Gate families picked out:
(1.5 px per um)
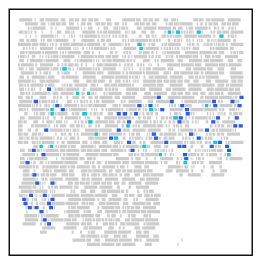
Sequential cells grouped by signal name:
(3 px per um)
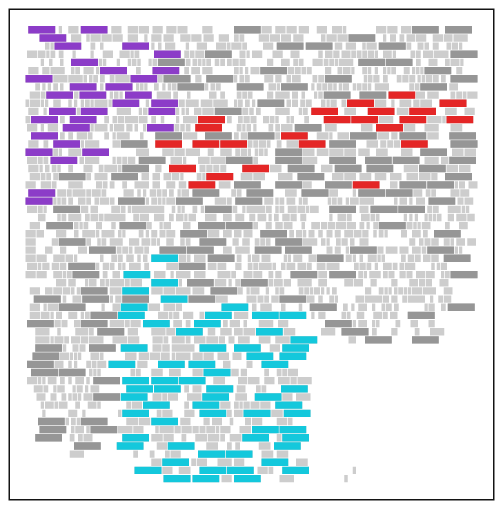
Layout detail:
Window x 108 to 133, y 110 to 135 um. Cells in grey, sequential cells in the stronger grey; small squares are vias.
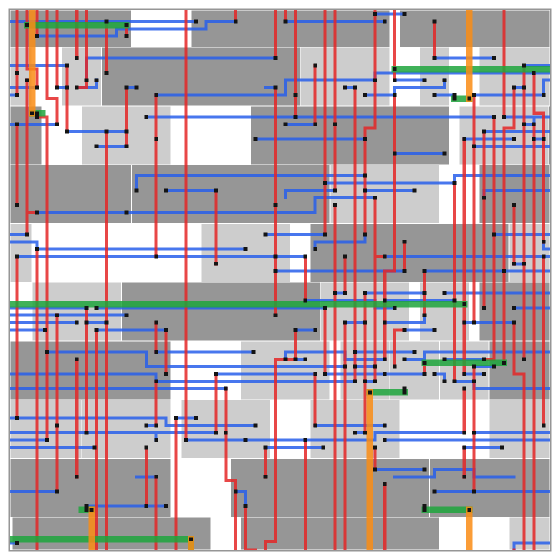
Congestion heat map:
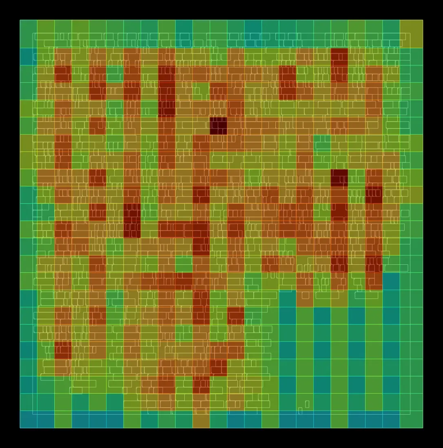
M1 wires:
(1.5 px per um)
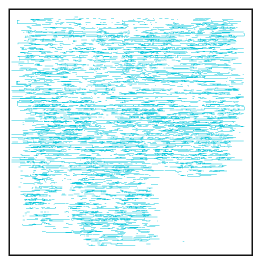
**src/rtl/ceres_param.sv**
```systemverilog
// ceres_param: shared constants and FSM encoding for the UART program loader.
package ceres_param;

    localparam logic [71:0] PROGRAM_SEQUENCE = "ceresTEST";
    localparam int          PROG_BAUD_RATE   = 115200;
    localparam logic [7:0]  ACK_BYTE         = 8'h06;
    localparam logic [7:0]  NAK_BYTE         = 8'h15;

    typedef enum logic [2:0] {
        ST_HUNT,
        ST_ADDR,
        ST_LEN,
        ST_DATA,
        ST_WRITE,
        ST_CSUM,
        ST_RESP
    } state_e;

endpackage

```
**src/rtl/loader_magic_detector.sv**
```systemverilog
// loader_magic_detector: sliding byte window that pulses match_o when the newest bytes equal MAGIC_SEQ.
module loader_magic_detector
    import ceres_param::*;
#(
    parameter int                   SEQ_LEN   = 9,
    parameter logic [SEQ_LEN*8-1:0] MAGIC_SEQ = PROGRAM_SEQUENCE
) (
    input  logic       clk_i,
    input  logic       rst_i,
    input  logic [7:0] byte_i,
    input  logic       valid_i,
    output logic       match_o
);

    // Only the previous SEQ_LEN-1 bytes are stored; the incoming byte completes the window.
    logic [(SEQ_LEN-1)*8-1:0] win_q;
    logic [SEQ_LEN*8-1:0]     win_d;

    assign win_d   = {win_q, byte_i};
    assign match_o = valid_i && (win_d == MAGIC_SEQ);

    always_ff @(posedge clk_i or posedge rst_i) begin
        if (rst_i)
            win_q <= '0;
        else if (valid_i)
            win_q <= match_o ? '0 : win_d[(SEQ_LEN-1)*8-1:0];
    end

endmodule

```
**src/rtl/uart_mem_loader.sv**
```systemverilog
// uart_mem_loader: byte-stream protocol engine that hunts a magic sequence, then loads
// a checksummed image into memory while holding the CPU in reset.
module uart_mem_loader
    import ceres_param::*;
#(
    parameter int                   DATA_W         = 32,
    parameter int                   ADDR_W         = 32,
    parameter int                   SEQ_LEN        = 9,
    parameter logic [SEQ_LEN*8-1:0] MAGIC_SEQ      = PROGRAM_SEQUENCE,
    parameter int                   TIMEOUT_CYCLES = 1_000_000
) (
    input  logic              clk_i,
    input  logic              rst_i,
    input  logic [7:0]        rx_data_i,
    input  logic              rx_valid_i,
    output logic              rx_ready_o,
    output logic [7:0]        tx_data_o,
    output logic              tx_valid_o,
    input  logic              tx_ready_i,
    output logic [ADDR_W-1:0] mem_addr_o,
    output logic [DATA_W-1:0] mem_data_o,
    output logic              mem_valid_o,
    input  logic              mem_ready_i,
    output logic              prog_mode_o,
    output logic              system_reset_o,
    output logic              error_o
);

    localparam int NB = DATA_W / 8;
    localparam int TW = $clog2(TIMEOUT_CYCLES + 1);

    state_e            state_q, state_d;
    logic [23:0]       hdr_q, hdr_d;
    logic [31:0]       hdr_nx;
    logic [31:0]       len_q, len_d;
    logic [31:0]       cnt_q, cnt_d;
    logic [ADDR_W-1:0] addr_q, addr_d;
    logic [DATA_W-1:0] data_q, data_d;
    logic [2:0]        bcnt_q, bcnt_d;
    logic [7:0]        csum_q, csum_d;
    logic [7:0]        resp_q, resp_d;
    logic [TW-1:0]     tout_q, tout_d;
    logic              err_q, err_d;
    logic              srst_q, srst_d;
    logic              rx_fire, match, waiting, timeout;

    assign rx_ready_o = !rst_i && state_q != ST_WRITE && state_q != ST_RESP;
    assign rx_fire    = rx_valid_i && rx_ready_o;
    assign hdr_nx     = {hdr_q, rx_data_i};
    assign waiting    = state_q inside {ST_ADDR, ST_LEN, ST_DATA, ST_CSUM};
    assign timeout    = waiting && !rx_fire && tout_q == TW'(TIMEOUT_CYCLES - 1);

    assign tx_data_o      = resp_q;
    assign tx_valid_o     = state_q == ST_RESP;
    assign mem_addr_o     = addr_q;
    assign mem_data_o     = data_q;
    assign mem_valid_o    = state_q == ST_WRITE;
    assign prog_mode_o    = state_q != ST_HUNT;
    assign system_reset_o = srst_q;
    assign error_o        = err_q;

    loader_magic_detector #(
        .SEQ_LEN  (SEQ_LEN),
        .MAGIC_SEQ(MAGIC_SEQ)
    ) u_magic (
        .clk_i  (clk_i),
        .rst_i  (rst_i),
        .byte_i (rx_data_i),
        .valid_i(rx_fire && state_q == ST_HUNT),
        .match_o(match)
    );

    always_comb begin
        state_d = state_q;
        hdr_d   = hdr_q;
        len_d   = len_q;
        cnt_d   = cnt_q;
        addr_d  = addr_q;
        data_d  = data_q;
        bcnt_d  = bcnt_q;
        csum_d  = csum_q;
        resp_d  = resp_q;
        err_d   = err_q;
        srst_d  = srst_q;
        tout_d  = rx_fire ? '0 : waiting ? tout_q + TW'(1) : tout_q;
        case (state_q)
            ST_HUNT: if (match) begin
                state_d = ST_ADDR;
                err_d   = 1'b0;
                srst_d  = 1'b1;
                csum_d  = '0;
                bcnt_d  = '0;
                cnt_d   = '0;
            end
            ST_ADDR: if (rx_fire) begin
                hdr_d  = hdr_nx[23:0];
                bcnt_d = bcnt_q == 3'd3 ? 3'd0 : bcnt_q + 3'd1;
                if (bcnt_q == 3'd3) begin
                    addr_d  = ADDR_W'(hdr_nx);
                    state_d = ST_LEN;
                end
            end
            ST_LEN: if (rx_fire) begin
                hdr_d  = hdr_nx[23:0];
                bcnt_d = bcnt_q == 3'd3 ? 3'd0 : bcnt_q + 3'd1;
                if (bcnt_q == 3'd3) begin
                    len_d   = hdr_nx;
                    state_d = hdr_nx == '0 ? ST_CSUM : ST_DATA;
                end
            end
            ST_DATA: if (rx_fire) begin
                data_d[{bcnt_q, 3'b000} +: 8] = rx_data_i;
                csum_d  = csum_q + rx_data_i;
                bcnt_d  = bcnt_q == 3'(NB - 1) ? 3'd0 : bcnt_q + 3'd1;
                state_d = bcnt_q == 3'(NB - 1) ? ST_WRITE : ST_DATA;
            end
            ST_WRITE: if (mem_ready_i) begin
                addr_d  = addr_q + ADDR_W'(1);
                cnt_d   = cnt_q + 32'd1;
                state_d = cnt_q + 32'd1 == len_q ? ST_CSUM : ST_DATA;
            end
            ST_CSUM: if (rx_fire) begin
                resp_d  = rx_data_i == csum_q ? ACK_BYTE : NAK_BYTE;
                state_d = ST_RESP;
            end
            ST_RESP: if (tx_ready_i) begin
                state_d = ST_HUNT;
                srst_d  = resp_q != ACK_BYTE;
                err_d   = err_q || resp_q != ACK_BYTE;
            end
            default: state_d = ST_HUNT;
        endcase
        // Abandoned load: CPU stays held, no response is sent.
        if (timeout) begin
            state_d = ST_HUNT;
            err_d   = 1'b1;
            tout_d  = '0;
        end
    end

    always_ff @(posedge clk_i or posedge rst_i) begin
        if (rst_i) begin
            state_q <= ST_HUNT;
            hdr_q   <= '0;
            len_q   <= '0;
            cnt_q   <= '0;
            addr_q  <= '0;
            data_q  <= '0;
            bcnt_q  <= '0;
            csum_q  <= '0;
            resp_q  <= '0;
            tout_q  <= '0;
            err_q   <= 1'b0;
            srst_q  <= 1'b0;
        end else begin
            state_q <= state_d;
            hdr_q   <= hdr_d;
            len_q   <= len_d;
            cnt_q   <= cnt_d;
            addr_q  <= addr_d;
            data_q  <= data_d;
            bcnt_q  <= bcnt_d;
            csum_q  <= csum_d;
            resp_q  <= resp_d;
            tout_q  <= tout_d;
            err_q   <= err_d;
            srst_q  <= srst_d;
        end
    end

endmodule
```
**config.mk**
```make
export PLATFORM = sky130hd
export DESIGN_NAME = uart_mem_loader
export DESIGN_NICKNAME = d
export VERILOG_FILES = /design/src/rtl/ceres_param.sv /design/src/rtl/loader_magic_detector.sv /design/src/rtl/uart_mem_loader.sv
export SDC_FILE = /design/constraint.sdc
export NUM_CORES = 1
export LEC_CHECK = 0
export CAP_MARGIN = 5
export CORE_AREA = 5 5 156 158
export CTS_BUF_LIST = sky130_fd_sc_hd__clkbuf_8
export DETAILED_ROUTE_END_ITERATION = 12
export DIE_AREA = 0 0 161 163
export PLACE_DENSITY = 0.8
export SYNTH_ARGS = -nofsm -noshare
export SYNTH_HDL_FRONTEND = slang
export SYNTH_HIERARCHICAL = 1
export SYNTH_SLANG_ARGS = --single-unit
```
**constraint.sdc**
```tcl
create_clock -name clk_i -period 13.78 [get_ports clk_i]
set_clock_uncertainty 0.1 [all_clocks]
set_input_delay 2.756 -clock clk_i [delete_from_list [all_inputs] [get_ports clk_i]]
set_output_delay 2.756 -clock clk_i [all_outputs]
set_load 0.02 [all_outputs]
```
==> Table 3: Implementation characteristics <==
Table: implementation figures

Parameter                              Value

Setup path
  Worst Path Arrival    7.30 ns
  Reg2reg path depth    12
  Critical register-to-register path startpoint    state_q[2]$_DFFE_PP0P_
  Worst path required time    14.07 ns

Floorplan
  Placeable core area    23000 um^2
  Overall die area    roughly 26000 um^2
  Row count    about 56

Clock tree
  Clock root buffer    sky130_fd_sc_hd__clkbuf_8
  TritonCTS clock tree    yes
  Number of instances resized during post-cts repair    0

Logic synthesis
  Synth unique cells    72
  Area fraction in and, or, nand and nor cells after synthesis    roughly a fifth
  XOR Share, Synth    4.25%
  Mux frac, synth    approximately 10%
  Dominant cell type by area after synthesis    sky130_fd_sc_hd__dfrtp_1
  Avg Synthesized Cell Area    9.76 um^2
  Syn Inst Count    1372
  Commonest flop    sky130_fd_sc_hd__dfrtp_1

Final timing
  Relative slew margins    between 15 and 20%
  Sum of negative setup slack    0 ns

Run status
  Result of the run    completed

Global route
  Via count of the first global-routing pass    10900
  GRT overflow    0

Layout
  Number of nets at the end of the flow    1474
  Fraction of final layout cells sized beyond drive strength 1    between 10% and 20%
  Antenna diodes    0
  Layout Area Growth over Synthesis    14.4%
  Final design instance area without fill    15300 um^2

Drt
  Number of design rule violations left after detail routing    0
  Total met2 wirelength after detailed routing    15.7 mm

Min path
  Worst min-delay path startpoint    mem_data_o[28]$_DFFE_PP0P_

Power
  Largest vdd supply drop    0.000107 V
  Switching power of the nets    0.00101 W
  Power per Cell Area    183 nW/um^2
## Picture notes: 'gate families picked out'
[XOR/XNOR gates] blue | cells: 65 | most used: xnor2_1
[AND-OR and OR-AND gates] cyan | cells: 26 | most used: a21o_1
fin cells: 1761
most frequent standard cell in the layout excluding fill and tap cells: sky130_fd_sc_hd__dfrtp_1
Comb area share: 43.2%

## Picture notes: 'sequential cells grouped by signal name'
[`mem_data_o`] purple | sequential cells: 32 | where: top left
[`hdr_q`] red | sequential cells: 24
[`u_magic/win_q`] cyan | sequential cells: 64
utilization after layout: 66.6%
share of the final layout cell area in sequential cells: 41.7%

## Picture notes: 'layout detail'
[met4] orange
[met1] blue
[met2] red
[met3] green
most frequent: dfrtp_1 (15), mux2_2 (12), nor4_1 (3)
sequential cells in the window: 15
cells with their middle in the window: 35
netlist names of flops here include: `len_q` (7), `hdr_q` (6), `mem_addr_o` (2)

## Picture notes: 'congestion heat map'
routed len/inst: 18.7 um
layer carrying the most global-route usage: met2
GR Util All Layers: 25.1%
met1 track demand over resource: 35.2%

## Picture notes: 'M1 wires'
longest straight run: 41.9 um
share of all routed wire: 43%
nets with wire on the layer: 1358
wire length on this layer: 14100 um
Final Routed Wirelength: 32.9 mm
count of vias placed by the detailed router: 11000

critical path: stages:
cell and delay (ns):
sky130_fd_sc_hd__clkdlybuf4s50_1 0.58, sky130_fd_sc_hd__or3b_2 0.61, sky130_fd_sc_hd__nor2_4 0.12, sky130_fd_sc_hd__buf_4 0.71, sky130_fd_sc_hd__nand4b_1 0.14, sky130_fd_sc_hd__or4_1 0.52
sky130_fd_sc_hd__nor4_2 0.44, sky130_fd_sc_hd__mux2_2 0.24, sky130_fd_sc_hd__nand2_1 0.60, sky130_fd_sc_hd__o21ai_0 0.40, sky130_fd_sc_hd__o41ai_1 0.13
metal layers:
metal  vias up  track usage, %
met4         0            8.72
met5         -               0
li1       5123               -
met3        79            4.53
met2       403            39.9
met1      5428            35.2
final cells by class:
| type | instances | share of cell area, % |
|---|---|---|
| clock buffer | 56 | 5.03 |
| inverter | 18 | 0.490 |
| timing repair buffer | 106 | 6.60 |
| tap | 290 | 2.37 |
| multi-input combinational | 1020 | 43.2 |
| sequential | 255 | 41.7 |
| clock inverter | 16 | 0.621 |
kinds of logic (layout without fill, tap and decap cells):
| group | count (synthesis) | count (layout) |
|---|---|---|
| AOI/OAI and AO/OA | 307 | 307 |
| xor gates and xnor gates | 65 | 65 |
| adders and majority gates | 17 | 17 |
| buffers and inverters | 100 | 196 |
| DFF | 255 | 255 |
| muxes | 123 | 123 |
| other | 1 | 4 |
| and+or+nand+nor | 504 | 504 |
power groups by stage:
stage | clock, W | sequential (W) | combinational [W]
2_1_floorplan | 0 | 0.00122 | 0.000571
3_3_place_gp | 0 | 0.00126 | 0.000833
3_5_place_dp | 0 | 0.00127 | 0.000862
4_1_cts | 0.000685 | 0.00126 | 0.000869
5_1_grt | 0.000724 | 0.00130 | 0.000952
6_report | 0.000672 | 0.00127 | 0.000867
Power figures rest on the tool's default switching activity, not on a simulated workload.
